### Cell density map

Scale bar: 20 µm. 11 x 11 tiles, from dark blue (low) to red (high), 0 to 100% covered.
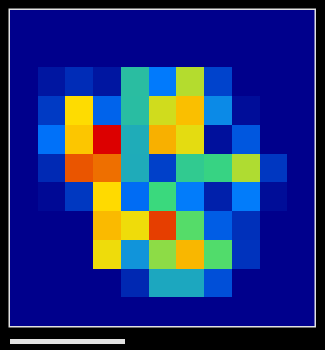
### Placed cells, one colour a class

Scale bar: 20 µm. Fill, decap, tap and diode cells in grey.
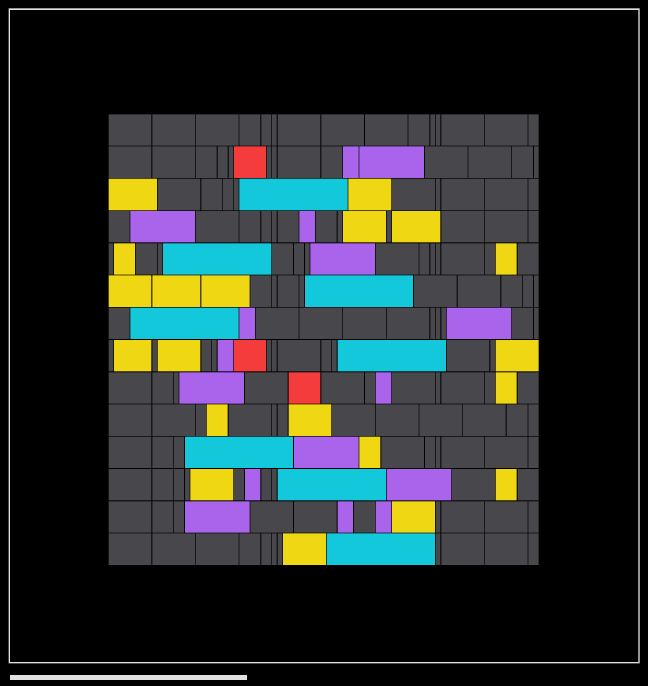
### Power grid

Pins as bars on the die edge.
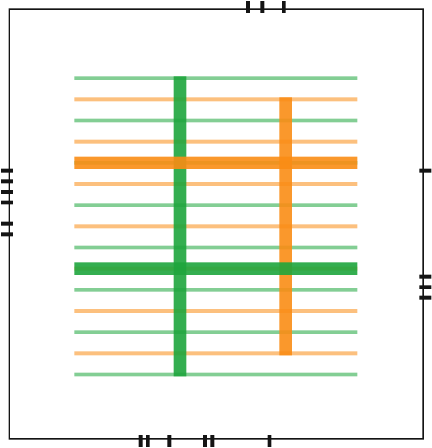
### Gate-type map

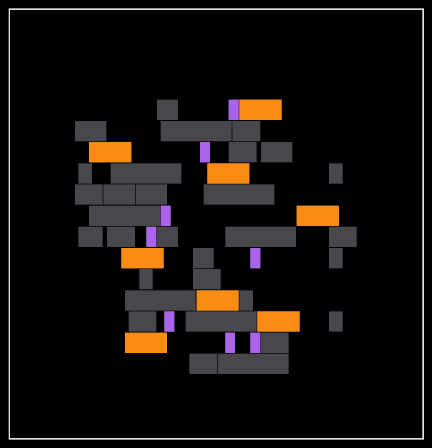
### Clock wiring as the flow saved it

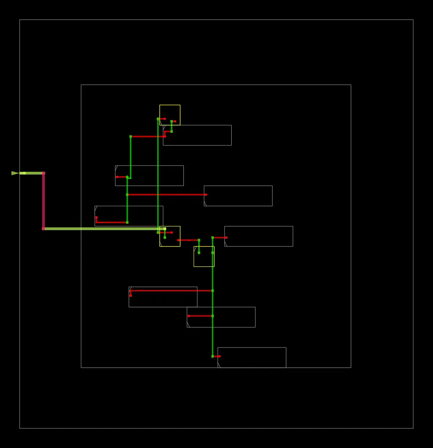
==> config.mk <==
export PLATFORM = sky130hd
export DESIGN_NAME = register_8bit
export DESIGN_NICKNAME = d
export VERILOG_FILES = /design/src/rtl/datapath_pkg.sv /design/src/rtl/dff_bit_en.sv /design/src/rtl/register_8bit.sv
export SDC_FILE = /design/constraint.sdc
export NUM_CORES = 1
export LEC_CHECK = 0
export CAP_MARGIN = 20
export CORE_AREA = 8 8 45 47
export DETAILED_ROUTE_END_ITERATION = 6
export DIE_AREA = 0 0 53 55
export PLACE_DENSITY_LB_ADDON = 0.15
export SLEW_MARGIN = 20
export SYNTH_ARGS = -nofsm -noshare
export SYNTH_HDL_FRONTEND = slang
export SYNTH_HIERARCHICAL = 1
export SYNTH_SLANG_ARGS = --single-unit
==> constraint.sdc <==
create_clock -name Clock -period 0.9 [get_ports Clock]
set_clock_uncertainty 0.05 [all_clocks]
set_input_delay 0.09 -clock Clock [delete_from_list [all_inputs] [get_ports Clock]]
set_output_delay 0.09 -clock Clock [all_outputs]
set_load 0.01 [all_outputs]
==> results.sh <==
# flow metrics
export IMPL_finalClockPeriodUsage=1.01
export IMPL_antenna_found_initial=0
export IMPL_fmax_mhz=1100
export IMPL_cts_tree="done"
export IMPL_warnings=28
export IMPL_crit_chain="buf_6"
export IMPL_wl_met2_um=430
export IMPL_cts_buffer_depth=2
export IMPL_placed_cell_area_um2=566
export IMPL_ys_seq_share=0.571
export IMPL_path_max_fanout=2
export IMPL_cts_root_buf="clkbuf_4"
export IMPL_worstMarginPinSlew_ns=0.275
export IMPL_grt_use_total=0.0698
export IMPL_syn_to_final_growth_pct=61.8
export IMPL_setup_violations=3
export IMPL_critPathTopFamily="flip-flops"
export IMPL_chipArea_um2=2920
export IMPL_final_hold_violation_count=0
export IMPL_simple_gate_area_frac=0
export IMPL_nets=60
export IMPL_detail_route_iter0_violations=3
export IMPL_rsz0062_at_grt="yes"
export IMPL_top_logic_kind="multiplexers"
export IMPL_cp_depth=1
export IMPL_critical_path_arrival_ns=0.77
export IMPL_min_path_type="in -> async"
export IMPL_ys_chip_area_um2=350
export IMPL_logic_area_um2=120
export IMPL_cts_max_level=1
export IMPL_p_leak_uw=0.000304
export IMPL_wl_met1_um=367
export IMPL_first_pass_iters=2
export IMPL_critPathKind="reg -> out"
export IMPL_end_kind="output pin"
export IMPL_hold_slack_ns=0.122
export IMPL_grt_pass1_wl_mm=1.43
export IMPL_regArea_um2=200
export IMPL_drc_errors=0
export IMPL_xor_share=0
export IMPL_mux_share=0.343
export IMPL_syn_inst=24
export IMPL_drt_total_wl_um=868
export IMPL_cts_resized=35
export IMPL_met3_usage=0.0267
export IMPL_powerDensity_nw_per_um2=1570
export IMPL_layout_setup_ws_ns=-0.0107
export IMPL_use_met1=0.0742
export IMPL_cap_viol_max_count=0
export IMPL_cts_hold_buf=0
export IMPL_grt_max_degree=9
export IMPL_hpwlAfterDp_um=685
export IMPL_vias=264
export IMPL_synth_flops=8
export IMPL_clkTransAtPathRegs_ns=0.05
export IMPL_antenna_cells=0
export IMPL_ys_sh_adder=0
export IMPL_r2r_cells=1
export IMPL_slew_viol_final=0
export IMPL_status="finished with violations"
export IMPL_gp_congestion=0.678
export IMPL_dpl_worst_slack_ns=-0.330
export IMPL_boundaryPins=19
export IMPL_critPathLaunchType="register"
export IMPL_syn_nets=35
export IMPL_ys_cells=24
export IMPL_synth_cell_type_count=3
export IMPL_r2r_setup_slack_ns=0.07
export IMPL_grtUsageMet2=0.111
export IMPL_largest_register_ffs=8
export IMPL_setup_tns_ns=-0.0214
export IMPL_cpPeakStageDelay_ns=0.40
export IMPL_synthesis_area_um2=350
export IMPL_cpMaxStageDelayCell="dfrtp_1"
export IMPL_top_usage_layer="met2"
export IMPL_min_period_ns=0.911
export IMPL_placed_cells=60
export IMPL_ys_warn_count=6
export IMPL_grt_pass1_vias=325
export IMPL_viasPerCell=4.19
export IMPL_port_buffers=18
export IMPL_synth_avg_cell_area_um2=14.6
export IMPL_finalPower_uw=889
export IMPL_drive_gt1_frac=0.447
export IMPL_fillers=138
export IMPL_ant_nets=0
export IMPL_mostFrequentLayoutCells="9 x clkdlybuf4s50_1, 8 x mux2_4, 8 x inv_1, 8 x dfrtp_1, 6 x buf_2"
export IMPL_top_layer="met4"
export IMPL_violations="negative setup slack"
export IMPL_wl_met3_um=62
export IMPL_required_ns=0.76
export IMPL_routedWlPerCell_um=13.8
export IMPL_aoi_share=0
export IMPL_grt_ovfl_total=0
export IMPL_maxSlewHeadroom=0.816
export IMPL_post_cts_buffers=0
export IMPL_crit_buf_inv=1
Notes on 'Cell density map' above:
The fullest tile reaches 100%. 54% of the tiles are nearly empty. The mean over all tiles is 19%. The emptiest ninth of the die: upper right. 8.3% of the tiles are over 75% full. The densest ninth of the die: centre.
fin util: 0.410
Core Footprint: 1380 µm²
FP Util: 0.253

Notes on 'Placed cells, one colour a class' above:
other buffers and delay cells: drawn in yellow, cells 20. combinational and other logic: drawn in purple, cells 16. flops: drawn in cyan, cells 8. clock drivers: drawn in red, cells 3.
final instance area: 567 µm²
Row Count: 14
sequential share of cell area: 0.353

Notes on 'Power grid' above:
VDD: drawn in orange. VSS: drawn in green.
19 signal pins sit on the boundary. 15 met1 rails follow the rows.
die width: 53 µm
worst ir drop on vdd: 650 µV
Die Ht: 55 µm

Notes on 'Gate-type map' above:
multiplexers: drawn in orange, cells 8. inverters: drawn in purple, cells 8.
most numerous logic cell after layout: clkdlybuf4s50_1
final std cells w/o fill: 63
fraction of area in multi-input gates: 0.212

Notes on 'Clock wiring as the flow saved it' above:
Clk. pwr: 267 µW
worst skew pair latency: 0.25 ns
flip-flop and latch count: 8
CTS buffer count: 3
clock net sink count: 8

[Yosys cell counts (all sizes together)]
| cell | n | area, µm² |
|---|---|---|
| dfrtp | 8 | 200 |
| inv | 8 | 30.0 |
| mux2 | 8 | 120 |
[final cells by class]
type                       count  area share
tap                           16      0.0353
sequential                     8       0.353
timing repair buffer          20       0.307
clock buffer                   3      0.0397
inverter                       8      0.0530
multi-input combinational      8       0.212
[where the power goes]
group | leakage, µW | switching (µW) | internal (µW)
sequential | 0.0000935 | 20.5 | 396
clock | 0.0000138 | 115 | 152
combinational | 0.000197 | 71.3 | 134
total | 0.000304 | 206 | 682
[cells by family (layout without fill, tap and decap cells)]
group,Yosys count,after routing
buffers and inverters,8,31
muxes,8,8
DFF,8,8
Power is estimated from default activity; no workload was simulated.
